`src/rtl/find_max_writer_if.sv`:
```
// Bundle between the find-max writer, the sample source, the frame RAM
// port A and the find-max reader handshake.
interface find_max_writer_if #(
  parameter int DATA_W = 8,
  parameter int ADDR_W = 7
);
  logic              sample_valid;
  logic [DATA_W-1:0] sample_data;
  logic              finishb;
  logic              wea;
  logic [ADDR_W-1:0] addra;
  logic [DATA_W-1:0] dina;
  logic              readyb;

  // Writer side: consumes the sample stream and the reader's finish flag,
  // drives RAM port A and the ready flag.
  modport master (
    input  sample_valid, sample_data, finishb,
    output wea, addra, dina, readyb
  );

  // Environment side: sample source, RAM and reader.
  modport slave (
    output sample_valid, sample_data, finishb,
    input  wea, addra, dina, readyb
  );
endinterface

```
`src/rtl/find_max_writer.sv`:
```
// Find-max writer: captures DEPTH (optionally decimated) samples into port A
// of the shared frame RAM, raises readyb once the frame is complete and holds
// it until the reader signals completion with a rising edge on finishb.
module find_max_writer #(
  parameter int DATA_W   = 8,
  parameter int ADDR_W   = 7,
  parameter int DEPTH    = 128,
  parameter int DECIMATE = 1
)(
  input  logic                 clk_in,
  input  logic                 rst,
  input  logic                 arm,
  find_max_writer_if.master    bus,
  output logic                 busy,
  output logic [15:0]          frame_cnt,
  output logic [7:0]           drop_cnt
);

  typedef enum logic [1:0] {
    S_IDLE     = 2'd0,
    S_FILL     = 2'd1,
    S_HANDOFF  = 2'd2,
    S_WAIT_FIN = 2'd3
  } state_t;

  localparam logic [ADDR_W-1:0] LAST_ADDR = ADDR_W'(DEPTH - 1);
  localparam logic [7:0]        DEC_LAST  = 8'(DECIMATE - 1);

  state_t              state_q, state_d;
  logic [ADDR_W-1:0]   wr_ptr_q, wr_ptr_d;
  logic [7:0]          dec_cnt_q, dec_cnt_d;
  logic                finishb_q;
  logic                wea_q, wea_d;
  logic [ADDR_W-1:0]   addra_q, addra_d;
  logic [DATA_W-1:0]   dina_q, dina_d;
  logic                readyb_q, readyb_d;
  logic                busy_q, busy_d;
  logic [15:0]         frame_cnt_q, frame_cnt_d;
  logic [7:0]          drop_cnt_q, drop_cnt_d;
  logic                fin_rise;

  // Saturating increment for the dropped-sample counter.
  function automatic logic [7:0] sat_inc8(input logic [7:0] v);
    return (v == 8'hFF) ? v : v + 8'd1;
  endfunction

  assign fin_rise = bus.finishb & ~finishb_q;

  // Next-state and registered-output logic for the capture FSM.
  always_comb begin
    state_d     = state_q;
    wr_ptr_d    = wr_ptr_q;
    dec_cnt_d   = dec_cnt_q;
    wea_d       = 1'b0;
    addra_d     = addra_q;
    dina_d      = dina_q;
    readyb_d    = readyb_q;
    frame_cnt_d = frame_cnt_q;
    drop_cnt_d  = drop_cnt_q;

    case (state_q)
      S_IDLE: begin
        readyb_d = 1'b0;
        if (arm) begin
          state_d   = S_FILL;
          wr_ptr_d  = '0;
          dec_cnt_d = '0;
        end
      end

      S_FILL: begin
        // Dropping arm abandons the partial frame; that cycle's sample is not written.
        if (!arm) begin
          state_d = S_IDLE;
        end else if (bus.sample_valid) begin
          if (dec_cnt_q == DEC_LAST) begin
            wea_d     = 1'b1;
            addra_d   = wr_ptr_q;
            dina_d    = bus.sample_data;
            dec_cnt_d = '0;
            wr_ptr_d  = wr_ptr_q + 1'b1;
            if (wr_ptr_q == LAST_ADDR) begin
              state_d = S_HANDOFF;
            end
          end else begin
            dec_cnt_d = dec_cnt_q + 8'd1;
          end
        end
      end

      S_HANDOFF: begin
        // One cycle gap after the last write so the final address is in RAM
        // before the reader sees readyb.
        readyb_d    = 1'b1;
        frame_cnt_d = frame_cnt_q + 16'd1;
        state_d     = S_WAIT_FIN;
      end

      S_WAIT_FIN: begin
        if (bus.sample_valid) begin
          drop_cnt_d = sat_inc8(drop_cnt_q);
        end
        if (fin_rise) begin
          readyb_d = 1'b0;
          if (arm) begin
            state_d   = S_FILL;
            wr_ptr_d  = '0;
            dec_cnt_d = '0;
          end else begin
            state_d = S_IDLE;
          end
        end
      end

      default: state_d = S_IDLE;
    endcase

    busy_d = (state_d != S_IDLE);
  end

  // State and output registers, synchronous active-low reset.
  always_ff @(posedge clk_in) begin
    if (!rst) begin
      state_q     <= S_IDLE;
      wr_ptr_q    <= '0;
      dec_cnt_q   <= '0;
      finishb_q   <= 1'b0;
      wea_q       <= 1'b0;
      addra_q     <= '0;
      dina_q      <= '0;
      readyb_q    <= 1'b0;
      busy_q      <= 1'b0;
      frame_cnt_q <= '0;
      drop_cnt_q  <= '0;
    end else begin
      state_q     <= state_d;
      wr_ptr_q    <= wr_ptr_d;
      dec_cnt_q   <= dec_cnt_d;
      finishb_q   <= bus.finishb;
      wea_q       <= wea_d;
      addra_q     <= addra_d;
      dina_q      <= dina_d;
      readyb_q    <= readyb_d;
      busy_q      <= busy_d;
      frame_cnt_q <= frame_cnt_d;
      drop_cnt_q  <= drop_cnt_d;
    end
  end

  assign bus.wea    = wea_q;
  assign bus.addra  = addra_q;
  assign bus.dina   = dina_q;
  assign bus.readyb = readyb_q;
  assign busy       = busy_q;
  assign frame_cnt  = frame_cnt_q;
  assign drop_cnt   = drop_cnt_q;

endmodule

```
`src/flat_wrapper.sv`:
```
// flat-port wrapper written by rule: the top's interface ports become plain ports
module find_max_writer_flat 
#(
  parameter int DATA_W   = 8,
  parameter int ADDR_W   = 7,
  parameter int DEPTH    = 128,
  parameter int DECIMATE = 1
)
  (clk_in, rst, arm, busy, frame_cnt, drop_cnt, bus_sample_valid, bus_sample_data, bus_finishb, bus_wea, bus_addra, bus_dina, bus_readyb);
  find_max_writer_if #(.DATA_W(DATA_W), .ADDR_W(ADDR_W)) bus_i ();
  input  logic clk_in;
  input  logic rst;
  input  logic arm;
  output logic busy;
  output logic [15:0] frame_cnt;
  output logic [7:0] drop_cnt;
  input wire logic [$bits(bus_i.sample_valid)-1:0] bus_sample_valid;
  input wire logic [$bits(bus_i.sample_data)-1:0] bus_sample_data;
  input wire logic [$bits(bus_i.finishb)-1:0] bus_finishb;
  output wire logic [$bits(bus_i.wea)-1:0] bus_wea;
  output wire logic [$bits(bus_i.addra)-1:0] bus_addra;
  output wire logic [$bits(bus_i.dina)-1:0] bus_dina;
  output wire logic [$bits(bus_i.readyb)-1:0] bus_readyb;
  assign bus_i.sample_valid = bus_sample_valid;
  assign bus_i.sample_data = bus_sample_data;
  assign bus_i.finishb = bus_finishb;
  assign bus_wea = bus_i.wea;
  assign bus_addra = bus_i.addra;
  assign bus_dina = bus_i.dina;
  assign bus_readyb = bus_i.readyb;
  find_max_writer #(.DATA_W(DATA_W), .ADDR_W(ADDR_W), .DEPTH(DEPTH), .DECIMATE(DECIMATE)) u_core (.clk_in(clk_in), .rst(rst), .arm(arm), .bus(bus_i), .busy(busy), .frame_cnt(frame_cnt), .drop_cnt(drop_cnt));
endmodule
```
`config.mk`:
```
export PLATFORM = sky130hd
export DESIGN_NAME = find_max_writer_flat
export DESIGN_NICKNAME = d
export VERILOG_FILES = /design/src/rtl/find_max_writer_if.sv /design/src/rtl/find_max_writer.sv /design/src/flat_wrapper.sv
export SDC_FILE = /design/constraint.sdc
export NUM_CORES = 1
export LEC_CHECK = 0
export ABC_CLOCK_PERIOD_IN_PS = 3700
export CAP_MARGIN = 10
export CORE_MARGIN = 10
export CORE_UTILIZATION = 55
export CTS_BUF_LIST = sky130_fd_sc_hd__clkbuf_8 sky130_fd_sc_hd__clkbuf_16
export DETAILED_ROUTE_END_ITERATION = 8
export GPL_ROUTABILITY_DRIVEN = 0
export PLACE_DENSITY = 0.84
export SLEW_MARGIN = 20
export SYNTH_ARGS = -nofsm -noshare
export SYNTH_HDL_FRONTEND = slang
export SYNTH_SLANG_ARGS = --single-unit
```
`constraint.sdc`:
```
create_clock -name clk_in -period 3.7 [get_ports clk_in]
set_input_delay 0.74 -clock clk_in [delete_from_list [all_inputs] [get_ports clk_in]]
set_output_delay 0.74 -clock clk_in [all_outputs]
set_load 0.01 [all_outputs]
```
==> run summary <==
yosys + openroad results -> outcome finished, final reports clean, Cell Area, Synth 2690 um^2, r2r worst-path depth 5, Max VDD drop 0.2697 mV, Worst setup startpoint rst, Yosys chip area 2690 um^2, drt pass-1 iters 6, number of enable flip-flop cells 0, Setup Fix Bufs, Post-CTS 0, Hold Slack 0.4813 ns, DR vias/cell 5.615, CTS H-Tree Depth 3, FP Core Util 56.95%, Chip Footprint 8088 um^2, vias in the first global route 2254, worst setup path endpoint u_core.wr_ptr_q[2], Worst-Margin Slew 0.5344 ns, critical path arrival 2.59 ns, P_sw 300.8 uW, Hold Buf Count CTS 0, Comb pwr share 4.6%, Leak 0.001339 uW, Diodes inserted 0, antenna-violating nets left 0, Worst Hold Depth 2, post-layout instance area 3531 um^2, PD cells 410.5 nW/um^2, Clk pin slew, worst setup/hold paths 0.07 ns, crit start category input pin, Mapped Cells 295, Global Route met1 Usage 16.87%, Top Layout Cells dfxtp_1 (60), clkdlybuf4s50_1 (54), nor2_1 (32), met2 usage 25.06%, CTS tree yes, cells in synth_stat.txt 295, max-slew violations 0, max FFs per register 16, final core occ 74.76%, I/O Buffers 54, Req. time, crit path 3.94 ns, # nets final 369, routed len/inst 14.70 um, hold endpoint u_core.bus.readyb, first-pass GRT wire length 10.34 mm, endpoints failing hold 0, placed cells 407, Die Wd 89.94 um, Row Count 25, #FFs+latches synth 60, f_max 425.3 MHz, Clk network pwr share 50.1%, Yosys cell types 49, Longest Clk Path Bufs 2, cell-internal power 1149 uW, normalized max-slew margin 64.16%, GRT busiest layer met2, Dominant flop cell dfxtp_1, initial antenna violation count 0, worst r2r src u_core.state_q[0], crit path time final 2.351 ns, Root Buffer clkbuf_8, Switching Fraction 20.76%, Synth async-reset ratio 0%, I/O Pins 55, grt met3 use 5.569%, most instantiated logic cell after routing dfxtp_1, syn_nets 313, setup ws final 1.349 ns, RSZ-0062 raised after global routing no, placed inst area 3282 um^2, Total Neg Setup Slack 0 ns, drt drc 0, chip height 89.94 um, max cap viols 0, mean post-synth cell area 9.119 um^2, crit end category flip-flop, RR Endpoint u_core.dec_cnt_q[6], Overflow after GRT 0, Setup CP Type in2reg, part of the power in registers 45.3%, Layout area overhead 31.26%, largest net degree at the start of global routing 38, PostCTS Resize Cnt 0, Crit Path Max Fanout 15, Setup-failing EPs final 0, register-to-register setup slack 1.83 ns, Post-DP HPWL 4.221 mm
## logic make-up after synthesis
logic type | share of synthesized area, %
compound gates | 14.65
xor+xnor | 3.582
fa+ha+maj | 2.326
buf+inv | 3.163
flops | 44.65
mux | 5.953
simple gates | 25.67
## synth_stat cells (5+ instances only)
cell type / count / area, um^2
mux2i_1: 16 / 160.2
ha_1: 5 / 62.56
nand2_1: 18 / 67.56
nand3_1: 14 / 70.07
a21oi_1: 17 / 85.08
or4_1: 6 / 45.04
o21ai_0: 14 / 70.07
o31ai_1: 8 / 60.06
nand2b_1: 5 / 31.28
and4_1: 5 / 43.79
buf_2: 5 / 25.02
dfxtp_1: 60 / 1201
clkbuf_1: 7 / 26.28
nand4_1: 10 / 62.56
xor2_1: 8 / 70.07
or3_1: 7 / 43.79
inv_1: 6 / 22.52
nor2_1: 32 / 120.1
## power groups by stage
| stage | clock, uW | sequential [uW] | combinational [uW] |
|---|---|---|---|
| final | 726 | 657 | 66.3 |
| after detailed placement | 0 | 671 | 65.6 |
| after CTS | 734 | 656 | 66.8 |
| after floorplan | 0 | 671 | 36.7 |
| after global placement | 0 | 671 | 64.4 |
| after global routing | 764 | 657 | 71.9 |
## worst max-delay path: stages
cell	delay (ns)
clkdlybuf4s50_1	0.80
o21ai_0	0.28
o22ai_1	0.43
nand2b_1	0.11
o41ai_1	0.22
## layer usage
layer / vias up / wire, um
li1: 1197 / -
met2: 65 / 2903
met4: 0 / 92
met1: 1103 / 2822
met3: 10 / 397
met5: - / 0
## cell type report
cell class,count,area [um^2]
clock inverters,6,111.4
well taps,67,83.83
inverters,6,22.52
repair buffers,58,570.5
flip-flops and latches,60,1201
clock buffers,10,137.6
multi-input cells,216,1404
fillers,336,1192
final_clocks.png
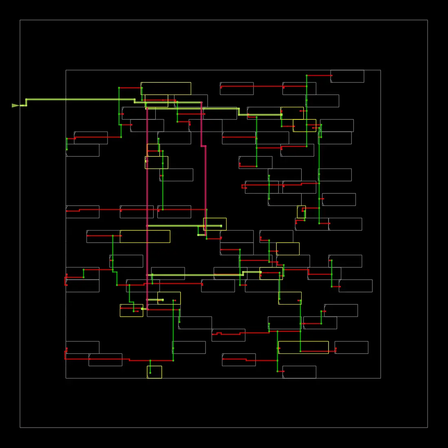
Layout clock buffers: 10
Clk Latency, worst-skew pair: 0.33 ns
cts bufs inserted: 9

met4.png
The bar under the picture is 20 um long. Cells faint in the background.
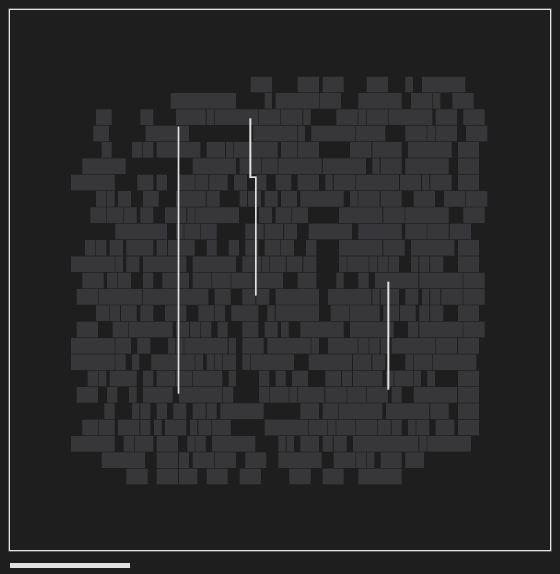
longest straight run = 44.2 um
wire length on this layer = 92.0 um
total wire length: 6.216 mm
vias after detailed routing: 2375

Power and IR drop assume default switching activity.
